**Run 1: wires at chosen ports, followed through buffers**

The bar under the picture is 100 microns long.
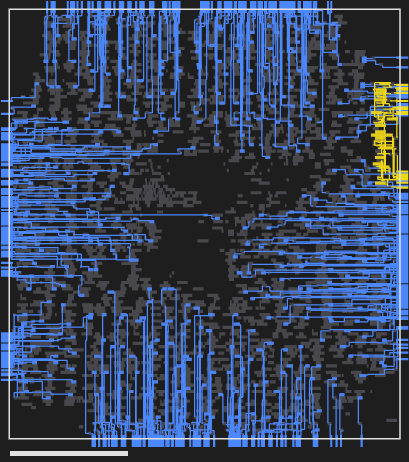
**Run 1: a small window of the routed layout**

The bar under the picture is 10 microns long. Window x 70 to 95, y 78 to 103 microns. Cells in grey, sequential cells in the stronger grey; small squares are vias.
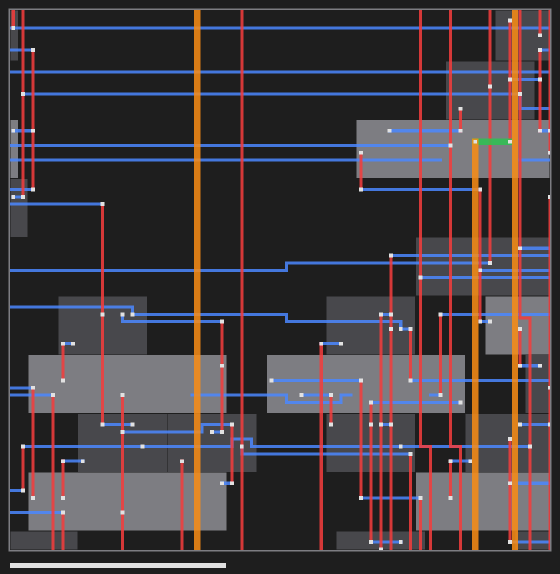
**Run 1: track usage over the die**

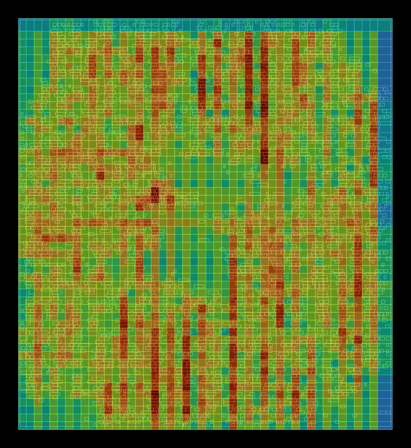
--- src/rtl/fft_pkg.sv ---
// Shared types and helpers for the FFT input path.
package fft_pkg;

    localparam int FFT_LOG2N  = 3;
    localparam int FFT_N      = 2 ** FFT_LOG2N;
    localparam int FFT_DATA_W = 50;

    typedef logic [FFT_DATA_W-1:0] fft_sample_t;
    typedef fft_sample_t fft_frame_t [0:FFT_N-1];

    // Reverse the low log2n bits of idx; bits above log2n are ignored.
    function automatic int bitrev(input int idx, input int log2n);
        int r;
        int v;
        r = 0;
        v = idx;
        for (int i = 0; i < 32; i++) begin
            if (i < log2n) begin
                r = (r << 1) | (v & 1);
                v = v >> 1;
            end
        end
        return r;
    endfunction

endpackage

--- src/rtl/fft_frame_bank.sv ---
// One N-entry sample bank with a single write port, a full flag and a full-array read port.
module fft_frame_bank
    import fft_pkg::*;
#(
    parameter int DATA_W = FFT_DATA_W,
    parameter int LOG2N  = FFT_LOG2N
) (
    input  logic              clk,
    input  logic              rst_n,
    input  logic              wr_en,
    input  logic [LOG2N-1:0]  wr_addr,
    input  logic [DATA_W-1:0] wr_data,
    input  logic              set_full,
    input  logic              clr_full,
    output logic              full,
    output logic [DATA_W-1:0] rd_data [0:(2**LOG2N)-1]
);

    always_ff @(posedge clk or negedge rst_n) begin
        if (!rst_n) begin
            full <= 1'b0;
            for (int k = 0; k < 2 ** LOG2N; k++) begin
                rd_data[k] <= '0;
            end
        end else begin
            if (wr_en) begin
                rd_data[wr_addr] <= wr_data;
            end
            // set and clear never target the same bank in one cycle
            if (set_full) begin
                full <= 1'b1;
            end else if (clr_full) begin
                full <= 1'b0;
            end
        end
    end

endmodule

--- src/rtl/fft_input_framer.sv ---
// Streams complex samples into a ping-pong pair of banks at bit-reversed slots and hands out whole frames.
module fft_input_framer
    import fft_pkg::*;
#(
    parameter int DATA_W = FFT_DATA_W,
    parameter int LOG2N  = FFT_LOG2N,
    parameter int CNT_W  = 16
) (
    input  logic              clk_i,
    input  logic              rst_i,
    input  logic              s_valid_i,
    input  logic [DATA_W-1:0] s_data_i,
    output logic              s_ready_o,
    input  logic              flush_i,
    output logic [DATA_W-1:0] frame_o [0:(2**LOG2N)-1],
    output logic              frame_valid_o,
    input  logic              frame_ready_i,
    output logic              overflow_o,
    output logic [CNT_W-1:0]  frame_cnt_o
);

    localparam int N = 2 ** LOG2N;

    logic [LOG2N-1:0]  idx;
    logic [LOG2N-1:0]  wr_addr;
    logic              wr_bank;
    logic              rd_bank;
    logic [1:0]        full;
    logic              beat;
    logic              wr_ok;
    logic              last;
    logic              take;
    logic [DATA_W-1:0] bank0_data [0:N-1];
    logic [DATA_W-1:0] bank1_data [0:N-1];

    // Ready depends only on registered state, never on s_valid_i or frame_ready_i.
    assign s_ready_o     = ~full[wr_bank];
    assign frame_valid_o = full[rd_bank];
    assign beat          = s_valid_i & s_ready_o;
    assign wr_ok         = beat & ~flush_i;
    assign last          = wr_ok & (&idx);
    assign take          = frame_valid_o & frame_ready_i;
    assign wr_addr       = LOG2N'(bitrev(int'(idx), LOG2N));

    fft_frame_bank #(.DATA_W(DATA_W), .LOG2N(LOG2N)) u_bank0 (
        .clk      (clk_i),
        .rst_n    (rst_i),
        .wr_en    (wr_ok & ~wr_bank),
        .wr_addr  (wr_addr),
        .wr_data  (s_data_i),
        .set_full (last & ~wr_bank),
        .clr_full (take & ~rd_bank),
        .full     (full[0]),
        .rd_data  (bank0_data)
    );

    fft_frame_bank #(.DATA_W(DATA_W), .LOG2N(LOG2N)) u_bank1 (
        .clk      (clk_i),
        .rst_n    (rst_i),
        .wr_en    (wr_ok & wr_bank),
        .wr_addr  (wr_addr),
        .wr_data  (s_data_i),
        .set_full (last & wr_bank),
        .clr_full (take & rd_bank),
        .full     (full[1]),
        .rd_data  (bank1_data)
    );

    always_comb begin
        for (int k = 0; k < N; k++) begin
            frame_o[k] = rd_bank ? bank1_data[k] : bank0_data[k];
        end
    end

    always_ff @(posedge clk_i or negedge rst_i) begin
        if (!rst_i) begin
            idx         <= '0;
            wr_bank     <= 1'b0;
            rd_bank     <= 1'b0;
            overflow_o  <= 1'b0;
            frame_cnt_o <= '0;
        end else begin
            // A flush wins over a same-cycle beat: the sample is dropped and the frame restarts.
            if (flush_i) begin
                idx <= '0;
            end else if (wr_ok) begin
                idx <= idx + 1'b1;
            end
            if (last) begin
                wr_bank <= ~wr_bank;
            end
            if (s_valid_i && !s_ready_o) begin
                overflow_o <= 1'b1;
            end
            if (take) begin
                rd_bank     <= ~rd_bank;
                frame_cnt_o <= frame_cnt_o + 1'b1;
            end
        end
    end

endmodule

--- config.mk ---
export PLATFORM = sky130hd
export DESIGN_NAME = fft_input_framer
export DESIGN_NICKNAME = d
export VERILOG_FILES = /design/src/rtl/fft_pkg.sv /design/src/rtl/fft_frame_bank.sv /design/src/rtl/fft_input_framer.sv
export SDC_FILE = /design/constraint.sdc
export NUM_CORES = 1
export LEC_CHECK = 0
export CORE_ASPECT_RATIO = 1.1
export CORE_UTILIZATION = 30
export CTS_BUF_LIST = sky130_fd_sc_hd__clkbuf_8
export DETAILED_ROUTE_END_ITERATION = 8
export GPL_TIMING_DRIVEN = 0
export HOLD_SLACK_MARGIN = 0.05
export PLACE_DENSITY_LB_ADDON = 0.08
export RECOVER_POWER = 50
export SYNTH_ARGS = -nofsm -noshare
export SYNTH_HDL_FRONTEND = slang
export SYNTH_SLANG_ARGS = --single-unit
--- constraint.sdc ---
create_clock -name clk_i -period 2.4 [get_ports clk_i]
set_input_delay 0.24 -clock clk_i [delete_from_list [all_inputs] [get_ports clk_i]]
set_output_delay 0.24 -clock clk_i [all_outputs]
set_load 0.02 [all_outputs]
==> notes.md, run 1 <==
Implementation numbers.

- The flow ran to the end, but the final reports show violations.
- The final reports fail on max-slew violations, negative setup slack.
- Headroom to the max-slew limit came out at -0.02317.
- The number of library cell types mapped by synthesis reads 32.
- The group with the largest share of power is sequential cells.
- The post-layout instance count excluding filler cells reads 4,622.
- Before antenna repair, the detailed router went through 4 iterations.
- Per the post-place timing report, worst setup slack is -1.443 ns.
- The number of endpoints failing setup at the final stage is 752.
- Recorded from the global router log, the overflow total was 0.
- The worst path buffer plus inverter count is 4.
- The routed wire length on met3 reads 6333 microns.
- The number of violations of the max-capacitance limit is 0.
- The area of the die reads 119,900 sq um.
- The largest net degree at the start of global routing is 123.
- The detailed route wirelength on metal2 is 58,180 microns.
- The total of buffers placed on input and output ports is 473.
- The number of post-CTS setup repair buffers reads 5.
- The register-to-register setup slack reads -0.26 ns.
- The count of clock tree sinks is 824.
- The post-synthesis area per instance is 15.44 sq um.
- In this run the core area contains 132 standard-cell rows.
- The script extracted a net switching power of 12,660 uW.
- Per STA, the highest per-stage delay on the worst path measures 0.37 ns.
- Per the gpl log, the routability congestion estimate is 0.7830.
- The area share of the leading cell type in the synthesized netlist reads 0.5797.
- The total design power reads 40,760 uW.
- The worst setup path is captured at an output port.
- The power of the clock network is 13,400 uW.
- For this run, the register share of the synthesized area comes to 0.5797.
- The core footprint reads 117,600 sq um.
- The clock tree root buffer cell reads sky130_fd_sc_hd__clkbuf_8.
- The start of the worst register-to-register path is idx[0]$_DFFE_PN0P_.
- Buffers inserted to repair hold after CTS numbered 2.
- The number of standard cells reported by yosys is 2,304.
- Global route summary, busiest routing layer listed as met2.
- The max-slew violation count is 98.
- The sequential share of power reads 0.409.
- The number of vias per cell after detailed routing is 4.714.
- The final routed wire length divided by cell count is 25.96 microns.
- The sum of negative setup slack is -108.12 ns.
- Listed in order, past its start point the critical path passes buf_12, clkbuf_16, clkbuf_16, mux2_2, dlygate4sd2_1.
- The HPWL reported at the end of detailed placement reads 81,740 microns.
- The layout overhead on the synthesized area reads 29.39%.
- Ranked by total cell area, the synthesized netlist is headed by sky130_fd_sc_hd__dfrtp_1, sky130_fd_sc_hd__mux2_2, sky130_fd_sc_hd__clkbuf_1.
- Across all setup checks in the final design, the least slack found is -0.2940 ns.
- The DRC violation count after routing is 0.
- The count of pins on the block boundary is 474.
- TritonCTS built the clock tree.
- The routed wirelength on the met1 layer is recorded as 51,740 microns.
- OpenSTA lists the critical path endpoint as frame_o[74].
- The achievable clock frequency is 0.3712 GHz.
- The largest registers in the layout are u_bank0.rd_data x400, u_bank1.rd_data x400, frame_cnt_o x16.
- The slowest stage of the critical path is the sky130_fd_sc_hd__dfrtp_1 cell.
- Per the final timing report, the hold violations number 0.
- The relative contribution of the clock network to total power is 0.330.
- The post-placement cell count reads 4,326.
- Once synthesis finished, the tally of register bits stood at 824.
- Counting every instance in the synthesized netlist gives 2,304.
- Per the detailed placement report, the placed cell area equals 42,450 sq um.
- The critical path depth in cells is 5.
- STA classifies the critical path startpoint as a register.
- The required arrival time at the worst endpoint reads 2.16 ns.
## Picture notes: 'wires at chosen ports, followed through buffers'
Key: frame_o = blue [direction output, end cells 400, wire 25.9 mm]; frame_cnt_o = yellow [direction output, end cells 16, wire 694 microns]

## Picture notes: 'a small window of the routed layout'
Key: metal 4 = orange; metal 2 = red; metal 1 = blue; metal 3 = green
14 logic cells have their middle in the window. Most frequent: mux2_2 (5), dfrtp_1 (5), mux2_1 (3). Netlist names of flops here include u_bank1.rd_data (4), u_bank0.rd_data (1). Sequential cells in the window: 5.

## Picture notes: 'track usage over the die'
met2 usage: 0.3313
met3 track utilization from global routing: 0.04921
Total Routing Usage GR: 0.2016
routing usage on met1: 0.2557
share of the core filled with cells: 0.3914

## run 1: cell type report
class	count	area [sq um]
Sequential cell	824	20620
Tap cell	1541	1928
Fill cell	11199	71570
Antenna cell	1	2.502
Buffer	180	1700
Clock buffer	195	2684
Timing Repair Buffer	508	4325
Clock inverter	74	369.1
Multi-Input combinational cell	1294	14370
Inverter	5	18.77
## run 1: cell families after synthesis
kind of cell             share of synthesized area
multiplexers                                0.3808
flip-flops                                  0.5797
buffers and inverters                      0.02213
AND/OR/NAND/NOR                           0.009252
XOR/XNOR                                  0.003940
AND-OR/OR-AND                             0.001689
adder cells (fa/ha/maj)                   0.002462
**Run 1: sequential cells coloured by netlist name**

The bar under the picture is 100 microns long. Other sequential cells in the stronger grey, the rest of the logic in the fainter grey.
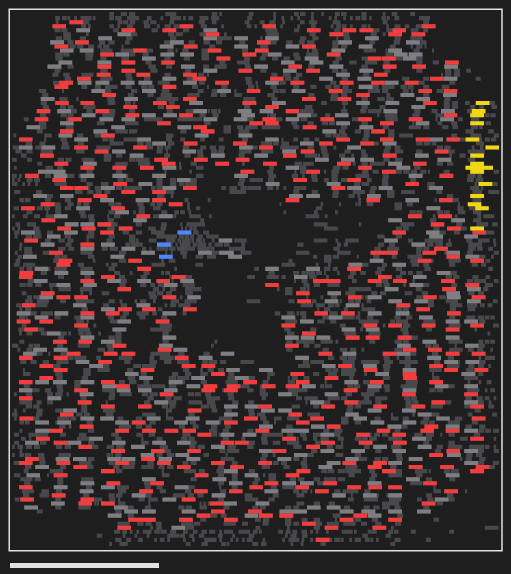

==> run 2: changes to the inputs <==
Settings changed: DONT_BUFFER_PORTS from default to 1.
**Run 2: sequential cells coloured by netlist name**

The bar under the picture is 100 microns long. Other sequential cells in the stronger grey, the rest of the logic in the fainter grey.
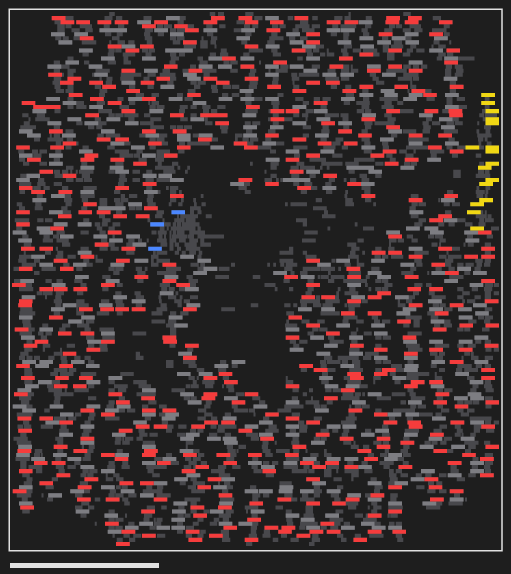
Key: u_bank1.rd_data = red [sequential cells 400, where spread over the die]; frame_cnt_o = yellow [sequential cells 16, where north-east]; idx = blue [sequential cells 3]
area taken by flip-flops and latches: 20,620 sq um
flop share of the area: 0.4621
power drawn by the sequential cells: 16,700 uW
share of the core filled with cells: 0.3795

**Run 2: track usage over the die**

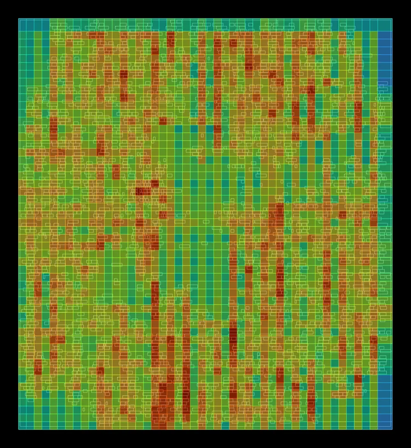
met3 track utilization from global routing: 0.06263
Total Routing Usage GR: 0.2061
GRT busiest layer: met2

**Run 2: wires at chosen ports, followed through buffers**

The bar under the picture is 100 microns long.
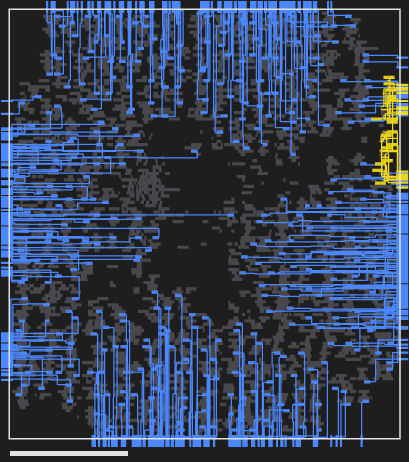
Key: frame_o = blue [direction output, end cells 400, wire 23.4 mm]; frame_cnt_o = yellow [direction output, end cells 16, wire 642 microns]

==> run 2 against run 1 <==
Compared with the run above:
- the run ends with negative hold slack, max-capacitance violations, max-slew violations, negative setup slack left
- hold slack got worse by 0.96 ns
- sequential power about the same
- synthesized cell count unchanged
- routed wire length increased by 4.3%
- critical path depth unchanged
- combinational power decreased by 7%
- global-route usage increased by 0.45 points
- first-iteration DRC count increased by 2.9%
- cell count decreased by 8.4%
- critical endpoint is now frame_o[61]
==> notes.md, run 2 <==
Implementation numbers.

- The number of endpoints failing setup at the final stage came to 515 (was 752).
- The register bit count reported by yosys is 824 (unchanged).
- Biggest regs: u_bank0.rd_data x400, u_bank1.rd_data x400, frame_cnt_o x16 (unchanged).
- The TritonCTS clock tree is yes (unchanged).
- The number of vias per cell after detailed routing reads 4.867 (was 4.714).
- Violated checks: negative hold slack, max-capacitance violations, max-slew violations, negative setup slack (was max-slew violations, negative setup slack).
- The library cell contributing the largest single delay on the critical path is sky130_fd_sc_hd__dfrtp_1 (unchanged).
- The placement row count reads 132 (unchanged).
- The routed wire length on met3 came to 8468 microns (was 6333 microns).
- The met1 wire length came to 51,860 microns (was 51,740 microns).
- The total design power is 40,510 uW (was 40,760 uW).
- The final worst-path setup slack is -0.1623 ns (was -0.2940 ns).
- The normalized max-slew margin is -0.6078 (was -0.02317).
- The final-report hold violation count reads 153 (was 0).
- The length of the first detailed-routing pass in iterations is 4 (unchanged).
- The post-synthesis instance total is 2,304 (unchanged).
- The worst path buffer plus inverter count is 4 (unchanged).
- The power of the clock network came to 13,800 uW (was 13,400 uW).
- The register share after synthesis reads 0.5797 (unchanged).
- The total of buffers placed on input and output ports is 0 (was 473).
- The final weighted congestion in routability-driven placement came to 0.7412 (was 0.7830).
- The DRC violation count after routing came to 0 (unchanged).
- Outcome: finished with violations (unchanged).
- The number of standard cells reported by yosys came to 2,304 (unchanged).
- The number of post-CTS setup repair buffers is 18 (was 5).
- The fraction of met1 tracks used by global routing is 0.2539 (was 0.2557).
- The met2 demand-to-capacity share in global routing reads 0.3428 (was 0.3313).
- The layout overhead on the synthesized area was 25.46% (was 29.39%).
- The final routed wire length divided by cell count reads 29.55 microns (was 25.96 microns).
- The achievable clock frequency is 0.3903 GHz (was 0.3712 GHz).
- The critical path depth in cells reads 5 (unchanged).
- The category of the worst setup path launch point is a register (unchanged).
- The start of the worst register-to-register path is u_bank1.full$_DFFE_PN0P_ (was idx[0]$_DFFE_PN0P_).
- The required arrival time at the worst endpoint is 2.16 ns (about the same).
- The total net switching power reads 12,690 uW (was 12,660 uW).
- The count of clock tree sinks is 824 (unchanged).
- The post-synthesis area per instance is 15.44 sq um (unchanged).
- The final hold slack is -0.9216 ns (was 0.04002 ns).
- The max-slew violation count came to 534 (was 98).
- The number of violations of the max-capacitance limit is 3 (was 0).
## run 2: stage by stage
stage | cell area, sq um | cells
finish | 44620 | 4233
global route | 44620 | 4231
CTS | 43610 | 4207
detailed placement | 37520 | 3847
global placement | 37500 | 3845
floorplan | 35570 | 2304
## run 2: kinds of logic after synthesis
family | synth area share
fa+ha+maj | 0.002462
flops | 0.5797
compound gates | 0.001689
simple gates | 0.009252
buf+inv | 0.02213
mux | 0.3808
xor+xnor | 0.003940
## run 2: layout make-up
cell class              count  area, sq um
well taps                1541         1928
fillers                 11095        72970
multi-input cells        1294        15600
plain buffers             178         1749
clock buffers             203         2794
clock inverters            66        344.1
flip-flops and latches    824        20620
repair buffers            118         1559
diodes                      4        10.01
inverters                   5        18.77
No activity file was given, so power comes from the tool's default toggle rates.
